Fig. 1: port wiring
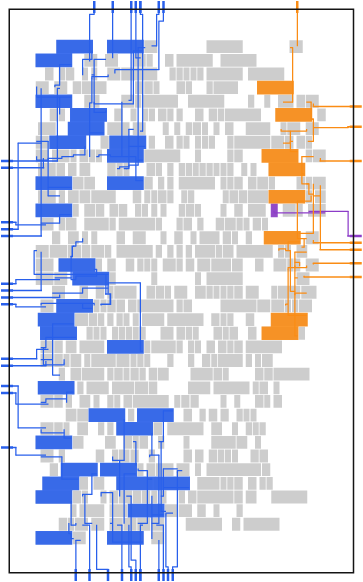
Fig. 2: placed standard cells
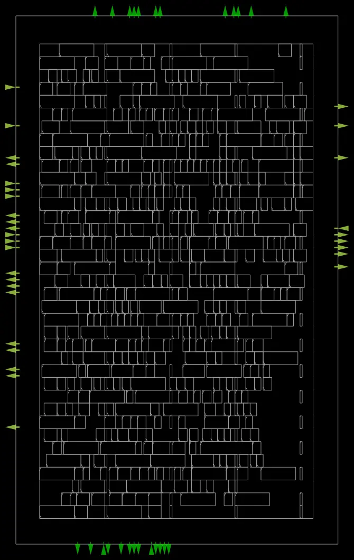
--- config.mk ---
export PLATFORM = sky130hd
export DESIGN_NAME = imem_loader
export DESIGN_NICKNAME = d
export VERILOG_FILES = /design/src/rtl/imem_loader.sv
export SDC_FILE = /design/constraint.sdc
export NUM_CORES = 1
export LEC_CHECK = 0
export ABC_AREA = 1
export CAP_MARGIN = 20
export CORE_ASPECT_RATIO = 1.75
export CORE_MARGIN = 5
export CORE_UTILIZATION = 53
export DETAILED_ROUTE_END_ITERATION = 6
export PLACE_DENSITY = 0.8
export SLEW_MARGIN = 30
export SYNTH_ARGS = -nofsm -noshare
export SYNTH_HDL_FRONTEND = slang
export SYNTH_SLANG_ARGS = --single-unit
--- constraint.sdc ---
create_clock -name i_clk -period 2.2 [get_ports i_clk]
set_input_delay 0.44 -clock i_clk [delete_from_list [all_inputs] [get_ports i_clk]]
set_output_delay 0.44 -clock i_clk [all_outputs]
set_load 0.1 [all_outputs]
--- src/rtl/imem_loader.sv ---
// Streams a framed byte image into instruction memory and releases the CPU reset
// once the frame checksum matches.
//
//   state  | meaning
//   IDLE   | hunting for SYNC_BYTE, other bytes dropped
//   LEN    | next byte is the word count N (0 = 256)
//   DATA   | assembling little-endian words, one write per 4 bytes
//   CHK    | next byte is compared against the running XOR
//   DONE   | image good, CPU released, no more bytes taken
//   ERR    | checksum failed, waiting for SYNC_BYTE to retry
module imem_loader #(
    parameter logic [7:0] SYNC_BYTE = 8'hA5
) (
    input  logic        i_clk,
    input  logic        i_rst,
    input  logic [7:0]  i_byte,
    input  logic        i_valid,
    output logic        o_ready,
    output logic        o_we,
    output logic [7:0]  o_waddr,
    output logic [31:0] o_wdata,
    output logic        o_cpu_rst_n,
    output logic        o_done,
    output logic        o_err
);

    typedef enum logic [2:0] {
        S_IDLE,
        S_LEN,
        S_DATA,
        S_CHK,
        S_DONE,
        S_ERR
    } state_t;

    state_t      state_q, state_d;
    logic [1:0]  lane_q, lane_d;
    logic [8:0]  words_left_q, words_left_d;
    logic [7:0]  waddr_q, waddr_d;
    logic [31:0] wdata_q, wdata_d;
    logic [7:0]  xor_q, xor_d;
    logic        we_q, we_d;
    logic        accept;

    assign o_ready     = (state_q != S_DONE);
    assign accept      = i_valid && o_ready;
    assign o_we        = we_q;
    assign o_waddr     = waddr_q;
    assign o_wdata     = wdata_q;
    assign o_done      = (state_q == S_DONE);
    assign o_err       = (state_q == S_ERR);
    assign o_cpu_rst_n = (state_q == S_DONE);

    always_ff @(posedge i_clk) begin
        if (i_rst) begin
            state_q      <= S_IDLE;
            lane_q       <= 2'd0;
            words_left_q <= 9'd0;
            waddr_q      <= 8'd0;
            wdata_q      <= 32'd0;
            xor_q        <= 8'd0;
            we_q         <= 1'b0;
        end else begin
            state_q      <= state_d;
            lane_q       <= lane_d;
            words_left_q <= words_left_d;
            waddr_q      <= waddr_d;
            wdata_q      <= wdata_d;
            xor_q        <= xor_d;
            we_q         <= we_d;
        end
    end

    always_comb begin
        state_d      = state_q;
        lane_d       = lane_q;
        words_left_d = words_left_q;
        waddr_d      = waddr_q;
        wdata_d      = wdata_q;
        xor_d        = xor_q;
        we_d         = 1'b0;

        // address advances in the strobe cycle so o_waddr is the written index
        if (we_q) begin
            waddr_d = waddr_q + 8'd1;
        end

        case (state_q)
            S_IDLE: begin
                if (accept && (i_byte == SYNC_BYTE)) begin
                    state_d = S_LEN;
                end
            end
            S_LEN: begin
                if (accept) begin
                    words_left_d = (i_byte == 8'd0) ? 9'd256 : {1'b0, i_byte};
                    lane_d       = 2'd0;
                    waddr_d      = 8'd0;
                    xor_d        = 8'd0;
                    state_d      = S_DATA;
                end
            end
            S_DATA: begin
                if (accept) begin
                    wdata_d[8*lane_q +: 8] = i_byte;
                    xor_d                  = xor_q ^ i_byte;
                    lane_d                 = lane_q + 2'd1;
                    if (lane_q == 2'd3) begin
                        we_d         = 1'b1;
                        words_left_d = words_left_q - 9'd1;
                        if (words_left_q == 9'd1) begin
                            state_d = S_CHK;
                        end
                    end
                end
            end
            S_CHK: begin
                if (accept) begin
                    state_d = (i_byte == xor_q) ? S_DONE : S_ERR;
                end
            end
            S_DONE: begin
                state_d = S_DONE;
            end
            S_ERR: begin
                if (accept && (i_byte == SYNC_BYTE)) begin
                    state_d = S_LEN;
                end
            end
            default: begin
                state_d = S_IDLE;
            end
        endcase
    end

endmodule

==> results.sh <==
# flow metrics
export IMPL_most_common_cell="nand2_1"
export IMPL_cpMaxStageDelayCell="dfxtp_1"
export IMPL_postSynthCellCount=462
export IMPL_fin_util=0.678
export IMPL_die_area_mm2=0.00765
export IMPL_synthTopCellsByArea="dfxtp_1 (40%), nand2_1 (15%), a21oi_1 (9.2%)"
export IMPL_place_congestion=0.899
export IMPL_met1_usage=0.256
export IMPL_slew_headroom=0.646
export IMPL_logic_family="simple AND/OR/NAND/NOR gates"
export IMPL_routed_wl_um=8980
export IMPL_status="completed"
export IMPL_syn_to_final_growth_pct=25.5
export IMPL_pg_clk_mw=1.02
export IMPL_numSynthFlops=63
export IMPL_critPathTopFamily="flip-flops"
export IMPL_yosys_stat_cells=462
export IMPL_grt_use_met2=0.450
export IMPL_grt_max_degree=50
export IMPL_cts_tree="done"
## Picture notes: Fig. 1
[i_valid] purple | bits: 1 | direction: input | edge: east | end cells: 1 | buffers: 1 | wire: 23.6 um
[o_wdata] blue | bits: 32 | direction: output | edge: 14 west, 11 south, 7 north | end cells: 32 | buffers: 32 | wire: 941 um
[o_waddr] orange | bits: 8 | direction: output | edge: 7 east, 1 north | end cells: 8 | buffers: 8 | wire: 209 um
IO buf count: 55
# IOs: 56

## Picture notes: Fig. 2
sequential share of cell area: 0.319
core region area: 0.00583 mm2
tap cells: 78
Filler cells: 536
Final Non-Filler Cells: 604

[how the worst min path moves through the flow]
| stage | startpoint | endpoint | depth (start not counted) |
|---|---|---|---|
| finish | o_wdata[4] | o_wdata[4] | 2 |
| global route | o_wdata[13] | o_wdata[13] | 2 |
| CTS | o_wdata[4] | o_wdata[4] | 2 |
| detailed placement | o_wdata[4] | o_wdata[4] | 2 |
| global placement | o_wdata[15] | o_wdata[15] | 2 |
| floorplan | words_left_q[7] | words_left_q[7] | 2 |
[layout make-up]
cell class,instances,area (um2)
fill,536,1880
tap,78,97.6
multi-input combinational,331,1620
timing repair buffer,68,598
clock inverter,4,45.0
inverter,49,184
sequential,63,1260
clock buffer,11,151
